==> src/rtl/bidir_ring_counter.sv <==
// Bidirectional ring / Johnson shift counter with parallel load, self-correction
// of illegal states, binary position output and a one-cycle wrap pulse.
module bidir_ring_counter #(
  parameter  int WIDTH = 4,
  localparam int POS_W = $clog2(2*WIDTH)
) (
  input  logic             clk,
  input  logic             rst,
  input  logic             en,
  input  logic             dir,
  input  logic             mode,
  input  logic             load,
  input  logic [WIDTH-1:0] load_val,
  output logic [WIDTH-1:0] q,
  output logic [POS_W-1:0] pos,
  output logic             tc,
  output logic             err
);

  localparam logic [POS_W-1:0] RING_MAX = POS_W'(WIDTH - 1);
  localparam logic [POS_W-1:0] JOHN_MAX = POS_W'(2*WIDTH - 1);

  // Johnson codes are either a run of ones from bit 0 or a run of ones from
  // the MSB; both tests accept all-zeros and all-ones.
  function automatic logic legal_of(input logic [WIDTH-1:0] v, input logic m);
    logic [WIDTH-1:0] nv;
    nv = ~v;
    if (!m) legal_of = $onehot(v);
    else    legal_of = ((v & (v + 1'b1)) == '0) || ((nv & (nv + 1'b1)) == '0);
  endfunction

  function automatic logic [POS_W-1:0] pos_of(input logic [WIDTH-1:0] v, input logic m);
    logic [WIDTH-1:0] lo;
    pos_of = '0;
    lo     = '0;
    if (!m) begin
      for (int i = 0; i < WIDTH; i++)
        if (v == (WIDTH'(1) << i)) pos_of = POS_W'(i);
    end else begin
      for (int k = 0; k <= WIDTH; k++) begin
        if (v == lo) pos_of = POS_W'(k);
        if (k >= 1 && k <= WIDTH-1 && v == ~lo) pos_of = POS_W'(WIDTH + k);
        lo = {lo[WIDTH-2:0], 1'b1};
      end
    end
  endfunction

  function automatic logic [WIDTH-1:0] step_of(input logic [WIDTH-1:0] v, input logic m,
                                               input logic d);
    case ({m, d})
      2'b00:   step_of = {v[WIDTH-2:0], v[WIDTH-1]};
      2'b01:   step_of = {v[0], v[WIDTH-1:1]};
      2'b10:   step_of = {v[WIDTH-2:0], ~v[WIDTH-1]};
      default: step_of = {~v[0], v[WIDTH-1:1]};
    endcase
  endfunction

  logic [WIDTH-1:0] r_q;
  logic [POS_W-1:0] r_pos;
  logic             r_tc;
  logic             r_err;

  logic             w_cur_legal;
  logic [POS_W-1:0] w_cur_pos;
  logic [POS_W-1:0] w_max;
  logic [WIDTH-1:0] w_rst_q;
  logic [WIDTH-1:0] w_nxt_q;
  logic [POS_W-1:0] w_nxt_pos;
  logic [POS_W-1:0] w_ld_pos;
  logic             w_wrap;

  always_comb begin
    w_cur_legal = legal_of(r_q, mode);
    w_cur_pos   = pos_of(r_q, mode);
    w_max       = mode ? JOHN_MAX : RING_MAX;
    w_rst_q     = mode ? '0 : WIDTH'(1);
    w_nxt_q     = step_of(r_q, mode, dir);
    w_nxt_pos   = pos_of(w_nxt_q, mode);
    w_ld_pos    = pos_of(load_val, mode);
    // Wrap is judged on the pre-step position so it matches the direction.
    w_wrap      = dir ? (w_cur_pos == '0) : (w_cur_pos == w_max);
  end

  always_ff @(posedge clk) begin
    if (rst) begin
      r_q   <= w_rst_q;
      r_pos <= '0;
      r_tc  <= 1'b0;
      r_err <= 1'b0;
    end else if (load) begin
      r_q   <= load_val;
      r_pos <= w_ld_pos;
      r_tc  <= 1'b0;
      r_err <= 1'b0;
    end else if (!w_cur_legal) begin
      r_q   <= w_rst_q;
      r_pos <= '0;
      r_tc  <= 1'b0;
      r_err <= 1'b1;
    end else if (en) begin
      r_q   <= w_nxt_q;
      r_pos <= w_nxt_pos;
      r_tc  <= w_wrap;
      r_err <= 1'b0;
    end else begin
      r_pos <= w_cur_pos;
      r_tc  <= 1'b0;
      r_err <= 1'b0;
    end
  end

  assign q   = r_q;
  assign pos = r_pos;
  assign tc  = r_tc;
  assign err = r_err;

endmodule

==> config.mk <==
export PLATFORM = sky130hd
export DESIGN_NAME = bidir_ring_counter
export DESIGN_NICKNAME = d
export VERILOG_FILES = /design/src/rtl/bidir_ring_counter.sv
export SDC_FILE = /design/constraint.sdc
export NUM_CORES = 1
export LEC_CHECK = 0
export ABC_AREA = 1
export CORE_AREA = 5 5 67 69
export DETAILED_ROUTE_END_ITERATION = 8
export DIE_AREA = 0 0 72 74
export PLACE_DENSITY = 0.48
export SKIP_LAST_GASP = 1
export SLEW_MARGIN = 20
export SYNTH_ARGS = -nofsm -noshare
export SYNTH_HDL_FRONTEND = slang
export SYNTH_SLANG_ARGS = --single-unit
==> constraint.sdc <==
create_clock -name clk -period 2.7 [get_ports clk]
set_input_delay 0.81 -clock clk [delete_from_list [all_inputs] [get_ports clk]]
set_output_delay 0.81 -clock clk [all_outputs]
set_load 0.1 [all_outputs]
==> notes.md, run 1 <==
flow finished, numbers: CTS Hold Buffers Added=0, Clock power frac=18.8%, worst path required time=2.76 ns, top cell category=multi-input combinational cells, flops & latches, synth=9, Chip Area, Yosys=1110 um2, Flop pwr share=21.3%, Nets=222, Nets at Floorplan=193, Global Route Usage Sum=between 10% and 20%, final setup fails=0, Worst-Margin Slew=0.490 ns, multi-input gates=about 130, Setup TNS=0 ns, die width=72 um, Buffers, non-clock=28, cell depth of the worst setup path=10, Core Rows=23, XOR/XNOR Area Share=less than 1%, remaining global-route overflow=0, inverter count=27, WP buf/inv=3, skew final=0.00103 ns, Largest register FFs=4, Relative slew margins=67.3%, Commonest cells post-synth=nand2_1 (49), inv_1 (23), nand3_1 (16), clock-pin slew on the worst setup and hold paths=0.04 ns, Syn Area/Cell=6.40 um2, area of the core=3860 um2, drc violations=0, DR iter-0 viols=54, clk pwr=155 uW, crit-path cells=inv_1, fa_1, inv_1, ha_2, ha_4, o31ai_4, nand2_1, nor2_2, inv_1, o22ai_1, OpenROAD warning count=33, Synth mux share=0%, Hold Vio Cnt, Final=0, CP top delay family=adder cells, Reg2Reg Depth=10, pre-CTS WS=roughly 0.19 ns, post-layout util=between 30% and 40%, H-tree depth=1, max-slew violation count=0, Synth Instances=174, top logic cells by instance count in the layout=nand2_1 (48), inv_1 (21), buf_4 (19), worst hold path startpoint=q[3]$_SDFFCE_PP0P_, worst setup path end=q[1]$_SDFFCE_PP0P_, Port Buf Inserts=18, initial antenna violation count=0, crit end category=register, met3 global-route usage=between 2 and 2.5%, Pint=422 uW, flop count=9, worst hold slack=roughly 0.79 ns, CTS tree=done, critical path's most frequent cell=inv_1, Seq group=around 180 uW, combinational power=495 uW, # diodes=0, combinational share of power=59.9%, Peak VDD IR=~0.19 mV, post-route design area=1440 um2, status=finished, final reports clean, Power, Total=826 uW, logic area=between 700 and 800 um2, routability cong.=0.797, core utilization at floorplan=between 20 and 30%, min Tclk post-route=2.41 ns, Final Non-Filler Cells=252, wire length on met1=1410 um, vias in the first global route=1148, final worst slack=0.288 ns, metal3 WL=149 um, Area growth syn-to-layout=29.7%, Hold Path End=tc$_SDFF_PP0_, r2r setup slk=approximately 0.29 ns, Synth Area in Simple Gates=34.5%, clock tree buffer depth=2, root buffer cell=clkbuf_8, RSZ-0062 raised after global routing=no, Ports=19, Yosys Instances=between 150 and 200, Yosys top cell area share=16.5%, Lkg Pwr=0.000683 uW, largest net degree at the start of global routing=12, chip area=5330 um2, ys async rst share=0%, Biggest consumer=combinational cells, reg-to-reg startpoint=q[3]$_SDFFCE_PP0P_, cycle use final=just under 90%, DP Area=1400 um2, Arrival @ worst endpoint=2.47 ns, flip-flop and latch area=~220 um2, Top non-seq family=simple AND/OR/NAND/NOR gates, slowest cell on the critical path=fa_1, combinational share of cell area=about 54%, placed cells=248, post_cts resized=0, Adder Area Share=10.8%, Compound Share, Synth=21.1%, CP Class=reg2reg, busiest layer in global routing=met2, sequential cell area fraction in the yosys report=19.8%, tap cell count=50, Synth cell types=30, first-pass GRT wire length=5200 um, Clock Buffer Count=4
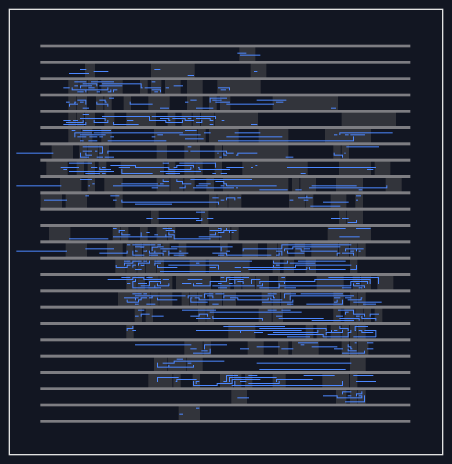
**Above:** run 1 (signal wires on met1).
Scale: 6 px per um. Supply wires on this layer in grey.
The longest straight run is 22.5 um. 203 nets have wire on it.
vias post-DR: 1237
drt total wl: 3100 um
M1 GR Usage: 14.7%

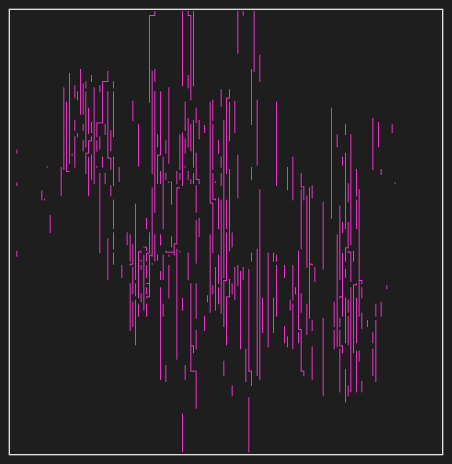
**Above:** run 1 (metal 2).
Scale: 6 px per um.
The layer carries 1530 um of wire. The wires run mostly vertical.
global routing usage on met2: 22.6%

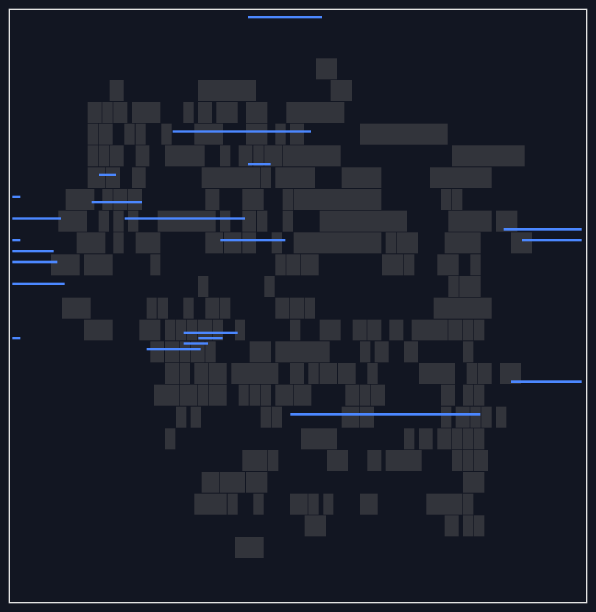
**Above:** run 1 (metal 3).
Scale: 8 px per um.
The layer carries 150 um of wire. The layer holds 4.8% of the routed length.

==> inputs of run 2 (changes only) <==
--- a/config.mk
+++ b/config.mk
@@ -9,6 +9,8 @@
 export CORE_AREA = 5 5 67 69
 export DETAILED_ROUTE_END_ITERATION = 8
 export DIE_AREA = 0 0 72 74
+export GPL_ROUTABILITY_DRIVEN = 1
+export HOLD_SLACK_MARGIN = 0.03
 export PLACE_DENSITY = 0.48
 export SKIP_LAST_GASP = 1
 export SLEW_MARGIN = 20
==> notes.md, run 2 <==
flow finished, numbers: Compound Share, Synth=21.1% (unchanged), Adder Area Share=10.8% (unchanged), Peak VDD IR=0.187 mV (unchanged), H-tree depth=1 (unchanged), vias in the first global route=1148 (unchanged), vias post-DR=1237 (unchanged), combinational share of power=59.9% (about the same), sequential cell area fraction in the yosys report=19.8% (unchanged), Synth Instances=174 (unchanged), logic area=779 um2 (unchanged), wire length on met1=1410 um (unchanged), Buffers, non-clock=28 (unchanged), worst path required time=2.76 ns (about the same), multi-input gates=134 (unchanged), Ports=19 (unchanged), post-layout util=37.4% (unchanged), XOR/XNOR Area Share=0.787% (unchanged), RSZ-0062 raised after global routing=no, Clock Buffer Count=4 (unchanged), cell depth of the worst setup path=10 (unchanged), pre-CTS WS=0.189 ns (unchanged), slowest cell on the critical path=fa_1, flops & latches, synth=9 (unchanged), Yosys Instances=174 (unchanged), flop count=9 (unchanged), root buffer cell=clkbuf_8, worst hold stages=3, top_reg_cell synth=dfxtp_1, Biggest consumer=combinational cells, core utilization at floorplan=28.9% (unchanged), final setup fails=0 (unchanged), Nets=222 (unchanged), status=finished, final reports clean, combinational share of cell area=54.0% (unchanged), min Tclk post-route=2.41 ns (unchanged), Commonest cells post-synth=nand2_1 (49), inv_1 (23), nand3_1 (16), Worst-Margin Slew=0.490 ns (unchanged), PwrDens=572 nW/um2, Pint=422 uW (unchanged), combinational power=495 uW (about the same), Port Buf Inserts=18 (unchanged), crit end category=register, M1 GR Usage=14.7% (unchanged), DR iter-0 viols=54 (unchanged), Nets at Floorplan=193 (unchanged), placed cells=248 (unchanged), top logic cells by instance count in the layout=nand2_1 (48), inv_1 (21), buf_4 (19), area of the core=3860 um2 (unchanged), largest net degree at the start of global routing=12 (unchanged), drc violations=0 (unchanged), Yosys top cell area share=16.5% (unchanged), CTS tree=done, first-pass GRT wire length=5200 um (unchanged), Final Non-Filler Cells=252 (unchanged), Relative slew margins=67.3% (unchanged), Sw Ratio=48.9%, busiest layer in global routing=met2, Synth cell types=30 (unchanged), worst hold path startpoint=q[3]$_SDFFCE_PP0P_, critical path's most frequent cell=inv_1, CTS Hold Buffers Added=0 (unchanged), Synth Area in Simple Gates=34.5% (unchanged), Global Route Usage Sum=12.3% (unchanged), inverter count=27 (unchanged), cycle use final=89.3% (unchanged), post-route design area=1440 um2 (unchanged), Chip Area, Yosys=1110 um2 (unchanged), Power, Total=826 uW (unchanged), Seq group=176 uW (about the same), Ys Warns=0, DP Area=1400 um2 (unchanged), Top cells by area=nand2_1 (17%), edfxtp_1 (11%), dfxtp_1 (9.0%), WL per Instance=12.3 um, global routing usage on met2=22.6% (unchanged), Synth mux share=0% (unchanged), clk pwr=155 uW (about the same), met3 global-route usage=2.16% (unchanged), r2r setup slk=0.29 ns (about the same), WP buf/inv=3 (unchanged), clock tree buffer depth=2 (unchanged), Syn Area/Cell=6.40 um2 (unchanged), Core Rows=23 (unchanged), Arrival @ worst endpoint=2.47 ns (about the same), Flop pwr share=21.3% (about the same), chip area=5330 um2 (unchanged), Top non-seq family=simple AND/OR/NAND/NOR gates, remaining global-route overflow=0 (unchanged), worst setup path end=q[1]$_SDFFCE_PP0P_, crit-path cells=inv_1, fa_1, inv_1, ha_2, ha_4, o31ai_4, nand2_1, nor2_2, inv_1, o22ai_1, Non-clock buffering overhead=between 15 and 20%, Largest register FFs=4 (unchanged), Area growth syn-to-layout=29.7% (unchanged), CP Class=reg2reg, clock-pin slew on the worst setup and hold paths=0.04 ns (about the same), Yosys top cell by area=nand2_1, Fmax=415 MHz, skew final=0.00103 ns (unchanged), metal3 WL=149 um (unchanged), reg-to-reg startpoint=q[3]$_SDFFCE_PP0P_, Setup TNS=0 ns (unchanged), ys async rst share=0% (unchanged), tap cell count=50 (unchanged), flip-flop and latch area=220 um2 (unchanged), post_cts resized=0 (unchanged), Clock power frac=18.8% (about the same), die width=72 um (unchanged), worst hold slack=0.792 ns (unchanged), Lkg Pwr=0.000683 uW (unchanged), routability cong.=0.797 (unchanged), drt total wl=3100 um (unchanged), OpenROAD warning count=33 (unchanged), Hold Path End=tc$_SDFF_PP0_, Hold Vio Cnt, Final=0 (unchanged), # diodes=0 (unchanged), CP top delay family=adder cells, top cell category=multi-input combinational cells, initial antenna violation count=0 (unchanged), max-slew violation count=0 (unchanged), final worst slack=0.288 ns (unchanged), Reg2Reg Depth=10 (unchanged), Num CTS Buffers=3
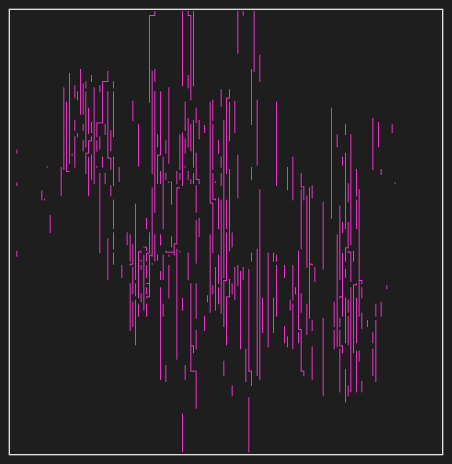
**Above:** run 2 (metal 2).
Scale: 6 px per um.

==> inputs of run 3 (changes only) <==
--- a/config.mk
+++ b/config.mk
@@ -10,6 +10,7 @@
 export DETAILED_ROUTE_END_ITERATION = 8
 export DIE_AREA = 0 0 72 74
 export GPL_ROUTABILITY_DRIVEN = 1
+export GPL_TIMING_DRIVEN = 0
 export HOLD_SLACK_MARGIN = 0.03
 export PLACE_DENSITY = 0.48
 export SKIP_LAST_GASP = 1
==> notes.md, run 3 <==
flow finished, numbers: die width=72 um (unchanged), Adder Area Share=10.8% (unchanged), Worst-Margin Slew=0.980 ns (+0.489 ns), # diodes=0 (unchanged), Yosys top cell area share=16.5% (unchanged), Num CTS Buffers=3 (unchanged), combinational share of power=60.9% (+1.0 points), H-tree depth=1 (unchanged), cycle use final=96.0% (+6.7 points), first-pass GRT wire length=5020 um (-3.3%), Pint=427 uW (+1.2%), post-layout util=37.8% (+0.32 points), CTS tree=done, r2r setup slk=0.19 ns (-0.10 ns), Reg2Reg Depth=12 (+2), Area growth syn-to-layout=30.8%, top cell category=multi-input combinational cells, sequential cell area fraction in the yosys report=19.8% (unchanged), final worst slack=0.108 ns (-0.181 ns), WL per Instance=11.9 um (-3.5%), combinational power=502 uW (+1%), remaining global-route overflow=0 (unchanged), XOR/XNOR Area Share=0.787% (unchanged), inverter count=27 (unchanged), reg-to-reg startpoint=q[1]$_SDFFCE_PP0P_, OpenROAD warning count=33 (unchanged), Seq group=174 uW (about the same), DR iter-0 viols=68 (+26%), DP Area=1380 um2 (-1.5%), slowest cell on the critical path=clkdlybuf4s50_1, Ys Warns=0 (unchanged), root buffer cell=clkbuf_8, Top cells by area=nand2_1 (17%), edfxtp_1 (11%), dfxtp_1 (9.0%), Commonest cells post-synth=nand2_1 (49), inv_1 (23), nand3_1 (16), status=finished, final reports clean, pre-CTS WS=-0.00276 ns (-0.191 ns), core utilization at floorplan=28.9% (unchanged), Flop pwr share=21.1% (-0.2 points), worst path required time=1.89 ns (-0.87 ns), area of the core=3860 um2 (unchanged), placed cells=241 (-2.8%), wire length on met1=1360 um (-3.3%), Relative slew margins=34.5% (-33 points), routability cong.=0.829 (+4.0%), multi-input gates=134 (unchanged), Power, Total=824 uW (-0.18%), worst setup path end=q[2], CTS Hold Buffers Added=0 (unchanged), Arrival @ worst endpoint=1.78 ns (-0.69 ns), clock-pin slew on the worst setup and hold paths=0.04 ns (about the same), Setup TNS=0 ns (unchanged), Port Buf Inserts=17 (-1), chip area=5330 um2 (unchanged), Sw Ratio=48.2% (-0.71 points), crit-path cells=clkdlybuf4s50_1, WP buf/inv=1 (-2), clock tree buffer depth=2 (unchanged), cell depth of the worst setup path=1 (-9), worst hold path startpoint=q[3]$_SDFFCE_PP0P_, top logic cells by instance count in the layout=nand2_1 (47), inv_1 (21), nand3_1 (16), tap cell count=50 (unchanged), Biggest consumer=combinational cells, Nets at Floorplan=193 (unchanged), Largest register FFs=4 (unchanged), logic area=786 um2 (+0.80%), Ports=19 (unchanged), Core Rows=23 (unchanged), RSZ-0062 raised after global routing=no, Synth mux share=0% (unchanged), Fmax=386 MHz (-7.0%), Syn Area/Cell=6.40 um2 (unchanged), worst hold stages=3 (unchanged), combinational share of cell area=54.0% (about the same)
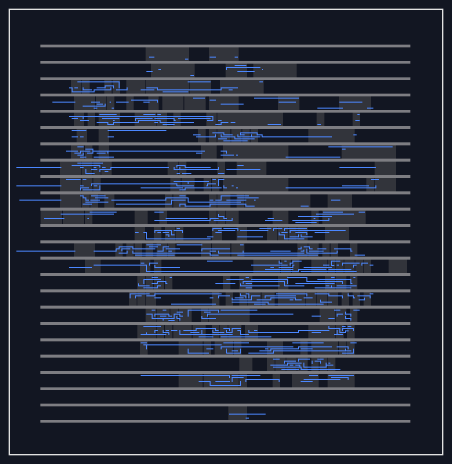
**Above:** run 3 (signal wires on met1).
Scale: 6 px per um. Supply wires on this layer in grey.
M1 GR Usage: 14.2%
vias post-DR: 1161
drt total wl: 2960 um

Power figures rest on the tool's default switching activity, not on a simulated workload.
